class_map.png
Scale: 2 px per um.
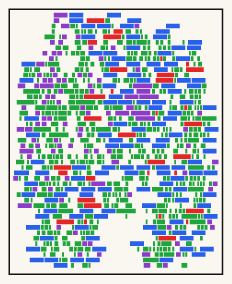
clock_nets.png
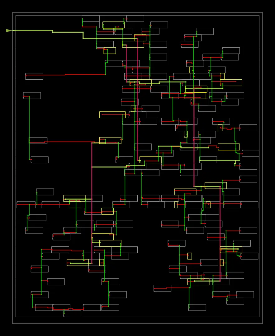
**config.mk**
```make
export PLATFORM = sky130hd
export DESIGN_NAME = gpio_keypad_scanner
export DESIGN_NICKNAME = d
export VERILOG_FILES = /design/src/rtl/gpio_keypad_pkg.sv /design/src/rtl/gpio_keypad_scanner_key_fifo.sv /design/src/rtl/gpio_keypad_scanner.sv
export SDC_FILE = /design/constraint.sdc
export NUM_CORES = 1
export LEC_CHECK = 0
export CAP_MARGIN = 20
export CORE_ASPECT_RATIO = 1.25
export CORE_UTILIZATION = 45
export DETAILED_ROUTE_END_ITERATION = 7
export PLACE_DENSITY = 0.66
export SETUP_SLACK_MARGIN = 0.02
export SLEW_MARGIN = 40
export SYNTH_ARGS = -nofsm -noshare
export SYNTH_HDL_FRONTEND = slang
export SYNTH_SLANG_ARGS = --single-unit
```
**constraint.sdc**
```tcl
create_clock -name clock -period 2.72 [get_ports clock]
set_input_delay 0.816 -clock clock [delete_from_list [all_inputs] [get_ports clock]]
set_output_delay 0.816 -clock clock [all_outputs]
set_load 0.05 [all_outputs]
```
**src/rtl/gpio_keypad_pkg.sv**
```systemverilog
// Shared constants and types for the GPIO keypad scanner slice.
package gpio_keypad_pkg;

  localparam int unsigned ROWS_DEFAULT = 4;
  localparam int unsigned COLS_DEFAULT = 4;
  localparam int unsigned KEY_W        = 4;
  localparam int unsigned FIFO_DEPTH   = 4;

  typedef logic [KEY_W-1:0] key_code_t;

endpackage

```
**src/rtl/gpio_keypad_scanner_key_fifo.sv**
```systemverilog
// Small synchronous key-code FIFO; a push into a full queue is accepted
// only when a pop frees a slot on the same edge.
import gpio_keypad_pkg::*;

module key_fifo (
  input  logic      clock,
  input  logic      reset,
  input  logic      push,
  input  logic      pop,
  input  key_code_t din,
  output logic      full,
  output logic      empty,
  output key_code_t head
);

  localparam int unsigned PTR_W = $clog2(FIFO_DEPTH);

  key_code_t          mem_q [FIFO_DEPTH];
  logic [PTR_W-1:0]   rd_q;
  logic [PTR_W-1:0]   wr_q;
  logic [PTR_W:0]     cnt_q;
  logic               do_pop;
  logic               do_push;

  assign empty   = (cnt_q == '0);
  assign full    = (cnt_q == (PTR_W+1)'(FIFO_DEPTH));
  assign do_pop  = pop && !empty;
  assign do_push = push && (!full || do_pop);
  assign head    = mem_q[rd_q];

  // Storage, pointers and occupancy count.
  always_ff @(posedge clock) begin
    if (reset) begin
      mem_q <= '{default: '0};
      rd_q  <= '0;
      wr_q  <= '0;
      cnt_q <= '0;
    end else begin
      if (do_push) begin
        mem_q[wr_q] <= din;
        wr_q        <= wr_q + 1'b1;
      end
      if (do_pop) begin
        rd_q <= rd_q + 1'b1;
      end
      case ({do_push, do_pop})
        2'b10:   cnt_q <= cnt_q + 1'b1;
        2'b01:   cnt_q <= cnt_q - 1'b1;
        default: cnt_q <= cnt_q;
      endcase
    end
  end

endmodule

```
**src/rtl/gpio_keypad_scanner.sv**
```systemverilog
// 4x4 key matrix scanner: row scan, frame debounce, press-event queue.
import gpio_keypad_pkg::*;

module gpio_keypad_scanner #(
  parameter int unsigned ROWS     = ROWS_DEFAULT,
  parameter int unsigned COLS     = COLS_DEFAULT,
  parameter int unsigned SCAN_DIV = 50000,
  parameter int unsigned DEBOUNCE = 4
) (
  input  logic             clock,
  input  logic             reset,
  output logic [ROWS-1:0]  row_drive,
  input  logic [COLS-1:0]  col_sense,
  output logic [KEY_W-1:0] key_code,
  output logic             key_valid,
  input  logic             key_ack,
  output logic             key_held,
  output logic             overrun
);

  localparam int unsigned NKEYS   = ROWS * COLS;
  localparam int unsigned ROW_W   = (ROWS > 1) ? $clog2(ROWS) : 1;
  localparam int unsigned DWELL_W = $clog2(SCAN_DIV);
  localparam int unsigned CNT_W   = $clog2(DEBOUNCE + 1);

  logic [DWELL_W-1:0] dwell_q, dwell_d;
  logic [ROW_W-1:0]   row_q,   row_d;
  logic [NKEYS-1:0]   snap_q,  snap_d;
  logic [NKEYS-1:0]   prev_q,  prev_d;
  logic [CNT_W-1:0]   cnt_q,   cnt_d;
  logic [NKEYS-1:0]   deb_q,   deb_d;
  logic [NKEYS-1:0]   press_q, press_d;
  logic               load_q,  load_d;
  logic [NKEYS-1:0]   pend_q,  pend_d;
  logic               ovr_q,   ovr_d;

  logic [NKEYS-1:0]   raw;
  logic               last_dwell;
  logic               frame_done;
  logic               push_valid;
  key_code_t          push_code;
  logic               fifo_full;
  logic               fifo_empty;
  logic               pop;

  assign row_drive = ~(ROWS'(1) << row_q);
  assign key_valid = !fifo_empty;
  assign key_held  = |deb_q;
  assign overrun   = ovr_q;
  assign pop       = key_ack && key_valid;

  // Scan counters, frame assembly and debounce; raw merges the row being
  // sampled this cycle so the frame is complete on the same edge.
  always_comb begin
    dwell_d    = dwell_q;
    row_d      = row_q;
    snap_d     = snap_q;
    prev_d     = prev_q;
    cnt_d      = cnt_q;
    deb_d      = deb_q;
    press_d    = press_q;
    load_d     = 1'b0;
    last_dwell = (dwell_q == DWELL_W'(SCAN_DIV - 1));
    frame_done = last_dwell && (row_q == ROW_W'(ROWS - 1));
    raw        = snap_q;
    raw[int'(row_q) * COLS +: COLS] = ~col_sense;

    if (last_dwell) begin
      dwell_d = '0;
      snap_d  = raw;
      row_d   = (row_q == ROW_W'(ROWS - 1)) ? '0 : row_q + 1'b1;
    end else begin
      dwell_d = dwell_q + 1'b1;
    end

    if (frame_done) begin
      prev_d = raw;
      if (raw == prev_q) begin
        cnt_d = (cnt_q == CNT_W'(DEBOUNCE)) ? cnt_q : cnt_q + CNT_W'(1);
      end else begin
        cnt_d = CNT_W'(1);
      end
      if (cnt_d == CNT_W'(DEBOUNCE)) begin
        deb_d   = raw;
        press_d = raw & ~deb_q;
        load_d  = 1'b1;
      end
    end
  end

  // Pending-press mask: lowest set bit goes to the queue each cycle.
  always_comb begin
    push_valid = 1'b0;
    push_code  = '0;
    for (int unsigned i = 0; i < NKEYS; i++) begin
      if (pend_q[i] && !push_valid) begin
        push_valid = 1'b1;
        push_code  = KEY_W'(i);
      end
    end
    pend_d = pend_q;
    if (push_valid) begin
      pend_d = pend_d & ~(NKEYS'(1) << push_code);
    end
    if (load_q) begin
      pend_d = pend_d | press_q;
    end
    ovr_d = ovr_q | (push_valid && fifo_full && !pop);
  end

  // State registers.
  always_ff @(posedge clock) begin
    if (reset) begin
      dwell_q <= '0;
      row_q   <= '0;
      snap_q  <= '0;
      prev_q  <= '0;
      cnt_q   <= '0;
      deb_q   <= '0;
      press_q <= '0;
      load_q  <= 1'b0;
      pend_q  <= '0;
      ovr_q   <= 1'b0;
    end else begin
      dwell_q <= dwell_d;
      row_q   <= row_d;
      snap_q  <= snap_d;
      prev_q  <= prev_d;
      cnt_q   <= cnt_d;
      deb_q   <= deb_d;
      press_q <= press_d;
      load_q  <= load_d;
      pend_q  <= pend_d;
      ovr_q   <= ovr_d;
    end
  end

  key_fifo u_key_fifo (
    .clock (clock),
    .reset (reset),
    .push  (push_valid),
    .pop   (pop),
    .din   (push_code),
    .full  (fifo_full),
    .empty (fifo_empty),
    .head  (key_code)
  );

endmodule

```
==> deck_impl_summary.md <==
Key Metrics from the Run

Die
  – Core Util at FP: 0.460
  – Die Size: 0.0139 mm^2

Clocking
  – # resized after CTS: 25
  – CTS Hold Bufs: 0

Cells and area
  – Post-Layout Cell Count: 992
  – Syn-to-layout area delta: 30.5%
  – CLK BUF: 25
  – Inverters, non-clock: 25

Placement
  – Port Buffer Count: 17
  – Post-place setup slack: -777 ps
  – RD Place Congestion: 0.917
  – Post-placement cell count: 943
  – Placed cell areas: 0.00686 mm^2

Run status
  – Failing checks: negative setup slack
  – Outcome: complete, but fails checks

Synth
  – Area share, top type: 0.416
  – Post-Syn Instances: 734
  – Dominant cell type by area after synthesis: dfxtp_1
  – Syn_area_per_cell: 8.26 um^2
  – Synth top cell by count: dfxtp_1
  – Yosys warning count: 0

Worst setup path
  – Worst reg2reg path startpoint: row_q[1]
  – Critical path type: flip-flop to flip-flop
  – Largest stage delay on the critical path: 350 ps
  – Worst R2R Path Depth: 13

STA
  – Final worst setup slack: -77.3 ps
  – Max-slew violations: 0
  – Setup violations, final: 18
  – Min Hold Slack: 437 ps
  – Period utilization: 1.03

GRT
  – First-pass GRT wire length: 26.6 mm
  – Vias in the first global route: 5565
  – Total Routing Usage GR: 0.241
  – GR Util met3: 0.0465
  – GRT overflow: 0

Flow run
  – Max cap viols: 0

Power
  – PnR Total Power: 4070 uW
  – Worst vdd ir: 340 uV
  – P_int: 3220 uW

Routing
  – DR vias: 5759
  – Top sig layer: met4
  – Routed WL: 16.4 mm
## Picture notes: class_map.png
- red: clock drivers and dummy loads (cells 32)
- blue: registers (cells 126)
- green: remaining logic cells (cells 560)
- purple: remaining buffers and delay cells (cells 103)
core box area: 0.0132 mm^2
final non-filler cell area: 0.00791 mm^2

## Picture notes: clock_nets.png
clk latency late pin: 420 ps
clk_skew: 8.83 ps
Clk. pwr: 2140 uW
clock sink count: 126

[layout by cell type (no fill, tap or decap), drive strengths merged, types with 11 or more instances in the layout]
master  instances
a211oi         35
a21oi          79
a311oi         16
buf            96
clkbuf         25
dfxtp         126
ha             14
inv            25
nand2          39
nand2b         17
nand3          31
nor2          114
nor3           20
nor4           11
o21ai          29
xnor2          13
xor2           13
[kinds of logic after synthesis]
family          count (synthesis)
compound gates                210
xor+xnor                       26
fa+ha+maj                      15
buf+inv                        73
flops                         126
mux                             8
simple gates                  276
[worst max-delay path, delay by kind of cell (launching register included)]
| family | cells | cell delay (ps) |
|---|---|---|
| adder cells (fa/ha/maj) | 1 | 160 |
| flip-flops | 1 | 350 |
| buffers and inverters | 5 | 530 |
| AND/OR/NAND/NOR | 3 | 800 |
| AND-OR/OR-AND | 4 | 840 |
Power is estimated from default activity; no workload was simulated.
